### Signal wires on met1

Drawn at 1.5 px/µm. Supply wires on this layer in gray. Cells faint in the background.
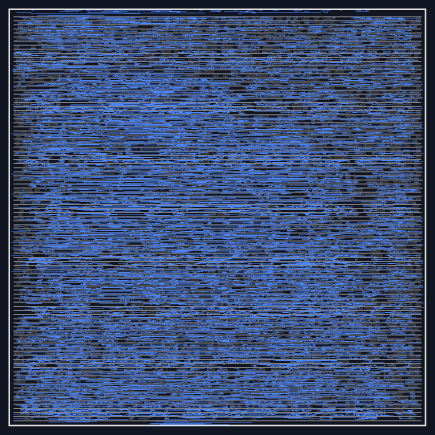
### Met3 routing

Drawn at 2 px/µm. Cells faint in the background.
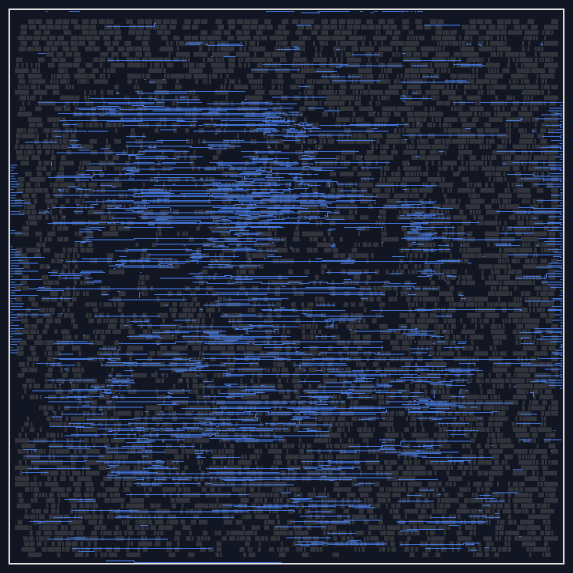
### Signal wires on met2

Drawn at 1.5 px/µm.
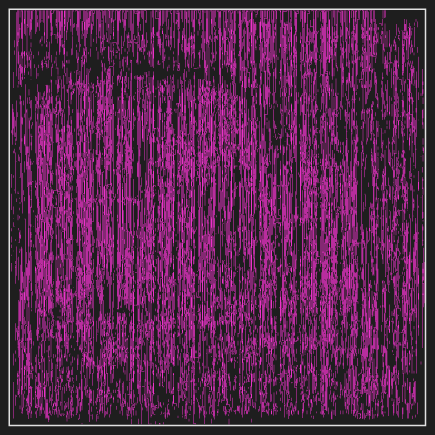
[config.mk]
export PLATFORM = sky130hd
export DESIGN_NAME = simplerisc_ex_stage_flat
export DESIGN_NICKNAME = d
export VERILOG_FILES = /design/src/rtl/simplerisc_ex_stage_if.sv /design/src/rtl/simplerisc_ex_stage.sv /design/src/flat_wrapper.sv
export SDC_FILE = /design/constraint.sdc
export NUM_CORES = 2
export LEC_CHECK = 0
export CAP_MARGIN = 10
export CORE_MARGIN = 2
export CORE_UTILIZATION = 45
export DETAILED_ROUTE_END_ITERATION = 10
export HOLD_SLACK_MARGIN = 0.05
export PLACE_DENSITY = 0.67
export SETUP_SLACK_MARGIN = 0.02
export SYNTH_ARGS = -nofsm -noshare
export SYNTH_HDL_FRONTEND = slang
export SYNTH_SLANG_ARGS = --single-unit
[constraint.sdc]
create_clock -name clk -period 4.4 [get_ports clk]
set_input_delay 0.44 -clock clk [delete_from_list [all_inputs] [get_ports clk]]
set_output_delay 0.44 -clock clk [all_outputs]
set_load 0.01 [all_outputs]
[src/rtl/simplerisc_ex_stage_if.sv]
// Operand-fetch to execute bundle for the SimpleRISC pipeline, including the
// stall handshake that the execute stage returns to operand fetch.
interface simplerisc_ex_stage_if;
  logic        in_valid;
  logic [31:0] pc_in;
  logic [31:0] instruction_in;
  logic [21:0] control_signals_in;
  logic [31:0] branch_target_in;
  logic [31:0] op1_in;
  logic [31:0] op2_in;
  logic [31:0] a_in;
  logic [31:0] b_in;
  logic        stall_out;

  modport master (
    output in_valid, pc_in, instruction_in, control_signals_in,
           branch_target_in, op1_in, op2_in, a_in, b_in,
    input  stall_out
  );

  modport slave (
    input  in_valid, pc_in, instruction_in, control_signals_in,
           branch_target_in, op1_in, op2_in, a_in, b_in,
    output stall_out
  );
endinterface

[src/rtl/simplerisc_ex_stage.sv]
// SimpleRISC execute stage: ALU, branch resolution, EX/MA latch and an iterative
// radix-2 mul/div engine. Define EX_FAST_MUL_EN for a single-cycle multiply.
module simplerisc_ex_stage #(
  parameter int unsigned ITER_CYCLES = 32
) (
  input  logic                       clk,
  input  logic                       rst,
  simplerisc_ex_stage_if.slave       of_bus,
  output logic                       branch_taken,
  output logic [31:0]                branch_pc,
  output logic                       ex_valid,
  output logic [31:0]                ex_pc,
  output logic [31:0]                ex_instruction,
  output logic [21:0]                ex_control,
  output logic [31:0]                ex_alu_result,
  output logic [31:0]                ex_op2,
  output logic                       flag_e,
  output logic                       flag_gt
);
  localparam int unsigned C_ST = 0, C_LD = 1, C_BEQ = 2, C_BGT = 3, C_RET = 4;
  localparam int unsigned C_UB = 7, C_ADD = 9, C_SUB = 10, C_CMP = 11, C_MUL = 12;
  localparam int unsigned C_DIV = 13, C_MOD = 14, C_LSL = 15, C_LSR = 16, C_ASR = 17;
  localparam int unsigned C_OR = 18, C_AND = 19, C_NOT = 20, C_MOV = 21;
  localparam int unsigned CW = $clog2(ITER_CYCLES + 1);

  typedef enum logic [1:0] {IDLE, BUSY, DONE} state_t;
  state_t state, state_nx;

  logic [21:0]   ctl;
  logic [31:0]   a, b;
  logic          is_iter, stall, accept;
  logic [31:0]   alu_res;
  logic [CW-1:0] cnt;
  logic [31:0]   acc, q, dvs, s_pc, s_instr, s_op2, s_a;
  logic [21:0]   s_ctl;
  logic          b_zero, q_neg, r_neg;
  logic [32:0]   trial, diff;
  logic [31:0]   iter_res;

  assign ctl = of_bus.control_signals_in;
  assign a   = of_bus.a_in;
  assign b   = of_bus.b_in;

`ifdef EX_FAST_MUL_EN
  assign is_iter = ctl[C_DIV] | ctl[C_MOD];
`else
  assign is_iter = ctl[C_DIV] | ctl[C_MOD] | ctl[C_MUL];
`endif

  always_ff @(posedge clk) begin
    if (rst) state <= IDLE;
    else     state <= state_nx;
  end

  always_comb begin
    state_nx = state;
    stall    = 1'b0;
    unique case (state)
      IDLE: if (of_bus.in_valid && is_iter) begin
        stall    = 1'b1;
        state_nx = BUSY;
      end
      BUSY: begin
        stall = 1'b1;
        if (cnt == CW'(ITER_CYCLES - 1)) state_nx = DONE;
      end
      DONE:    state_nx = IDLE;
      default: state_nx = IDLE;
    endcase
  end

  assign of_bus.stall_out = stall;
  // The DONE cycle consumes the held iterative instruction, so it is not a new accept.
  assign accept       = of_bus.in_valid && !stall && (state == IDLE);
  assign branch_taken = accept & (ctl[C_UB] | (ctl[C_BEQ] & flag_e) | (ctl[C_BGT] & flag_gt));
  assign branch_pc    = ctl[C_RET] ? of_bus.op1_in : of_bus.branch_target_in;

  always_comb begin
    alu_res = '0;
    if (ctl[C_ADD] || ctl[C_LD] || ctl[C_ST]) alu_res = a + b;
    else if (ctl[C_SUB] || ctl[C_CMP])        alu_res = a - b;
`ifdef EX_FAST_MUL_EN
    else if (ctl[C_MUL])                      alu_res = a * b;
`endif
    else if (ctl[C_LSL])                      alu_res = a << b[4:0];
    else if (ctl[C_LSR])                      alu_res = a >> b[4:0];
    else if (ctl[C_ASR])                      alu_res = $signed(a) >>> b[4:0];
    else if (ctl[C_OR])                       alu_res = a | b;
    else if (ctl[C_AND])                      alu_res = a & b;
    else if (ctl[C_NOT])                      alu_res = ~b;
    else if (ctl[C_MOV])                      alu_res = b;
  end

  // Restoring division on magnitudes: acc is the partial remainder, q shifts the
  // dividend out and the quotient in. For mul, q is the multiplier, dvs the multiplicand.
  assign trial = {acc, q[31]};
  assign diff  = trial - {1'b0, dvs};

  always_comb begin
    iter_res = acc;
    if (s_ctl[C_DIV])      iter_res = b_zero ? '1  : (q_neg ? -q : q);
    else if (s_ctl[C_MOD]) iter_res = b_zero ? s_a : (r_neg ? -acc : acc);
  end

  always_ff @(posedge clk) begin
    if (rst) begin
      cnt <= '0; acc <= '0; q <= '0; dvs <= '0;
      s_pc <= '0; s_instr <= '0; s_op2 <= '0; s_a <= '0; s_ctl <= '0;
      b_zero <= 1'b0; q_neg <= 1'b0; r_neg <= 1'b0;
    end else if (state == IDLE && state_nx == BUSY) begin
      cnt     <= '0;
      acc     <= '0;
      s_pc    <= of_bus.pc_in;
      s_instr <= of_bus.instruction_in;
      s_op2   <= of_bus.op2_in;
      s_ctl   <= ctl;
      s_a     <= a;
      b_zero  <= (b == '0);
      q_neg   <= a[31] ^ b[31];
      r_neg   <= a[31];
      if (ctl[C_DIV] || ctl[C_MOD]) begin
        q   <= a[31] ? -a : a;
        dvs <= b[31] ? -b : b;
      end else begin
        q   <= b;
        dvs <= a;
      end
    end else if (state == BUSY) begin
      cnt <= cnt + 1'b1;
      if (s_ctl[C_DIV] || s_ctl[C_MOD]) begin
        acc <= diff[32] ? trial[31:0] : diff[31:0];
        q   <= {q[30:0], ~diff[32]};
      end else begin
        if (q[0]) acc <= acc + dvs;
        dvs <= dvs << 1;
        q   <= q >> 1;
      end
    end
  end

  always_ff @(posedge clk) begin
    if (rst) begin
      ex_valid <= 1'b0; ex_pc <= '0; ex_instruction <= '0; ex_control <= '0;
      ex_alu_result <= '0; ex_op2 <= '0; flag_e <= 1'b0; flag_gt <= 1'b0;
    end else begin
      unique case (state)
        IDLE: begin
          if (stall) begin
            ex_valid <= 1'b0;
          end else if (of_bus.in_valid) begin
            ex_valid       <= 1'b1;
            ex_pc          <= of_bus.pc_in;
            ex_instruction <= of_bus.instruction_in;
            ex_control     <= ctl;
            ex_alu_result  <= alu_res;
            ex_op2         <= of_bus.op2_in;
            if (ctl[C_CMP]) begin
              flag_e  <= (a == b);
              flag_gt <= ($signed(a) > $signed(b));
            end
          end else begin
            ex_valid       <= 1'b0;
            ex_instruction <= '0;
            ex_control     <= '0;
          end
        end
        BUSY: ex_valid <= 1'b0;
        DONE: begin
          ex_valid       <= 1'b1;
          ex_pc          <= s_pc;
          ex_instruction <= s_instr;
          ex_control     <= s_ctl;
          ex_alu_result  <= iter_res;
          ex_op2         <= s_op2;
        end
        default: ex_valid <= 1'b0;
      endcase
    end
  end
endmodule

[src/flat_wrapper.sv]
// flat-port wrapper written by rule: the top's interface ports become plain ports
module simplerisc_ex_stage_flat 
#(
  parameter int unsigned ITER_CYCLES = 32
)
  (clk, rst, branch_taken, branch_pc, ex_valid, ex_pc, ex_instruction, ex_control, ex_alu_result, ex_op2, flag_e, flag_gt, of_bus_in_valid, of_bus_pc_in, of_bus_instruction_in, of_bus_control_signals_in, of_bus_branch_target_in, of_bus_op1_in, of_bus_op2_in, of_bus_a_in, of_bus_b_in, of_bus_stall_out);
  simplerisc_ex_stage_if of_bus_i ();
  input  logic clk;
  input  logic rst;
  output logic branch_taken;
  output logic [31:0] branch_pc;
  output logic ex_valid;
  output logic [31:0] ex_pc;
  output logic [31:0] ex_instruction;
  output logic [21:0] ex_control;
  output logic [31:0] ex_alu_result;
  output logic [31:0] ex_op2;
  output logic flag_e;
  output logic flag_gt;
  input wire logic [$bits(of_bus_i.in_valid)-1:0] of_bus_in_valid;
  input wire logic [$bits(of_bus_i.pc_in)-1:0] of_bus_pc_in;
  input wire logic [$bits(of_bus_i.instruction_in)-1:0] of_bus_instruction_in;
  input wire logic [$bits(of_bus_i.control_signals_in)-1:0] of_bus_control_signals_in;
  input wire logic [$bits(of_bus_i.branch_target_in)-1:0] of_bus_branch_target_in;
  input wire logic [$bits(of_bus_i.op1_in)-1:0] of_bus_op1_in;
  input wire logic [$bits(of_bus_i.op2_in)-1:0] of_bus_op2_in;
  input wire logic [$bits(of_bus_i.a_in)-1:0] of_bus_a_in;
  input wire logic [$bits(of_bus_i.b_in)-1:0] of_bus_b_in;
  output wire logic [$bits(of_bus_i.stall_out)-1:0] of_bus_stall_out;
  assign of_bus_i.in_valid = of_bus_in_valid;
  assign of_bus_i.pc_in = of_bus_pc_in;
  assign of_bus_i.instruction_in = of_bus_instruction_in;
  assign of_bus_i.control_signals_in = of_bus_control_signals_in;
  assign of_bus_i.branch_target_in = of_bus_branch_target_in;
  assign of_bus_i.op1_in = of_bus_op1_in;
  assign of_bus_i.op2_in = of_bus_op2_in;
  assign of_bus_i.a_in = of_bus_a_in;
  assign of_bus_i.b_in = of_bus_b_in;
  assign of_bus_stall_out = of_bus_i.stall_out;
  simplerisc_ex_stage #(.ITER_CYCLES(ITER_CYCLES)) u_core (.clk(clk), .rst(rst), .of_bus(of_bus_i), .branch_taken(branch_taken), .branch_pc(branch_pc), .ex_valid(ex_valid), .ex_pc(ex_pc), .ex_instruction(ex_instruction), .ex_control(ex_control), .ex_alu_result(ex_alu_result), .ex_op2(ex_op2), .flag_e(flag_e), .flag_gt(flag_gt));
endmodule
==> job_summary.md <==
### Yosys + OpenROAD results

| Metric | Value |
|---|---|
| Mapped Nets | `5061` |
| Final setup violation count | `0` |
| Cell type taking the most area | `multi-input combinational cells` |
| Global-route wire length before repair | `238000 µm` |
| Max Cap Violations | `0` |
| Max Freq | `242 MHz` |
| Worst-Margin Slew | `1.00 ns` |
| Layout net count | `5416` |
| Dominant logic cell types in the final layout | `nand2_1, nor2_1, a21oi_1` |
| Clk cell area share | `0.0393` |
| Ranking of synthesized cells by area | `dfxtp_1, nand2_1, a21oi_1` |
| Ys flops | `409` |
| Power per cell area | `323 nW/µm²` |
| YS chip area | `33400 µm²` |
| Seq share, synth | `0.245` |
| Switching Share | `0.375` |
| Inverters | `149` |
| CTS Root Cell | `clkbuf_16` |
| Critical path endpoint category | `register` |
| CP dominant cell by count | `o21a_1` |
| Cts bufs inserted | `49` |
| Vias in the first global route | `35.1k` |
| Diode count | `7` |
| DRT iter0 DRCs | `4879` |
| Cells along the critical path | `inv_1 > ha_1 > fa_1 > nand2b_1 > a21o_1 > a211oi_1 > nor2_1 > o21a_1 > o21a_1 > xor2_4 > buf_12 > buf_4 > nor3_1 > a311oi_1 > o21ai_0` |
| Status | `finished, final reports clean` |
-- 'Signal wires on met1' (at the start) --
wire length on this layer: 67.5 mm
main direction: horizontal
met1 Use GR: 0.548
via count: 38.1k

-- 'Met3 routing' (at the start) --
main direction: horizontal
share of all routed wire: 10%
nets with wire on the layer: 742
longest straight run: 197 µm
wire length on this layer: 17100 µm

-- 'Signal wires on met2' (at the start) --
nets with wire on the layer: 4273
wire length on this layer: 68.3 mm
longest straight run: 84.0 µm
share of all routed wire: 42%
main direction: vertical

==> metrics by stage <==
stage,utilization,area (µm²),power (mW),hold slack [ns]
after floorplan,-,33400,7.06,0.424
after global placement,0.543,39700,9.04,0.441
after detailed placement,0.543,39700,9.05,0.447
after CTS,0.565,41400,13.3,0.170
after global routing,0.565,41400,13.9,0.184
final,0.565,41400,13.4,0.175
==> flip-flops by register name, summed over array words and instances, names as in the netlist, 22 cells and up <==
register / count
u_core.ex_op2: 32
u_core.s_pc: 32
u_core.ex_instruction: 32
u_core.s_instr: 32
u_core.s_op2: 32
u_core.ex_control: 22
u_core.q: 32
u_core.ex_pc: 32
u_core.ex_alu_result: 32
u_core.dvs: 32
u_core.s_ctl: 22
u_core.acc: 32
u_core.s_a: 31
==> worst max-delay path, delay by kind of cell, from the launching register on <==
| family | cells | cell delay [ns] |
|---|---|---|
| XOR/XNOR | 1 | 0.18 |
| AND/OR/NAND/NOR | 3 | 0.48 |
| adder cells (fa/ha/maj) | 2 | 0.66 |
| flip-flops | 1 | 0.31 |
| buffers and inverters | 3 | 0.61 |
| AND-OR/OR-AND | 6 | 1.70 |
==> cells by family after synthesis <==
kind of cell             Yosys count  share of synthesized area
AND/OR/NAND/NOR                 1660                      0.211
buffers and inverters            553                     0.0630
XOR/XNOR                         157                     0.0412
AND-OR/OR-AND                   1477                      0.290
flip-flops                       409                      0.245
adder cells (fa/ha/maj)          175                     0.0664
multiplexers                     206                     0.0828
==> layer usage <==
| layer | track usage | up-vias | wire [µm] |
|---|---|---|---|
| met5 | 0 | - | 40 |
| met4 | 0.226 | 6 | 10200 |
| met3 | 0.0932 | 408 | 17100 |
| met2 | 0.607 | 2189 | 68300 |
| met1 | 0.548 | 17988 | 67500 |
| li1 | - | 17498 | - |
==> timing repair <==
item	4_1_cts	5_1_grt
endpoints found under the setup margin	0	1
hold buffers	0	0
resized	0	1
==> worst paths after layout <==
| kind | endpoint | startpoint | cells after the start | slack (ns) |
|---|---|---|---|---|
| min | u_core.s_op2[7]$_SDFFE_PP0N_ | rst | 2 | 0.18 |
| max reg2reg | u_core.acc[6]$_SDFFE_PP0P_ | u_core.q[31]$_SDFFE_PP0P_ | 15 | 0.26 |
| min reg2reg | u_core.s_op2[15]$_SDFFE_PP0N_ | u_core.s_op2[15]$_SDFFE_PP0N_ | 2 | 0.45 |
| max | u_core.acc[6]$_SDFFE_PP0P_ | u_core.q[31]$_SDFFE_PP0P_ | 15 | 0.26 |
==> power by group through the flow <==
| stage | Combinational, mW | Clock [mW] | Sequential [mW] |
|---|---|---|---|
| 2_1_floorplan | 2.75 | 0 | 4.31 |
| 3_3_place_gp | 4.69 | 0 | 4.34 |
| 3_5_place_dp | 4.70 | 0 | 4.35 |
| 4_1_cts | 4.72 | 4.27 | 4.27 |
| 5_1_grt | 5.17 | 4.41 | 4.31 |
| 6_report | 4.86 | 4.22 | 4.28 |
Power and IR drop assume default switching activity.
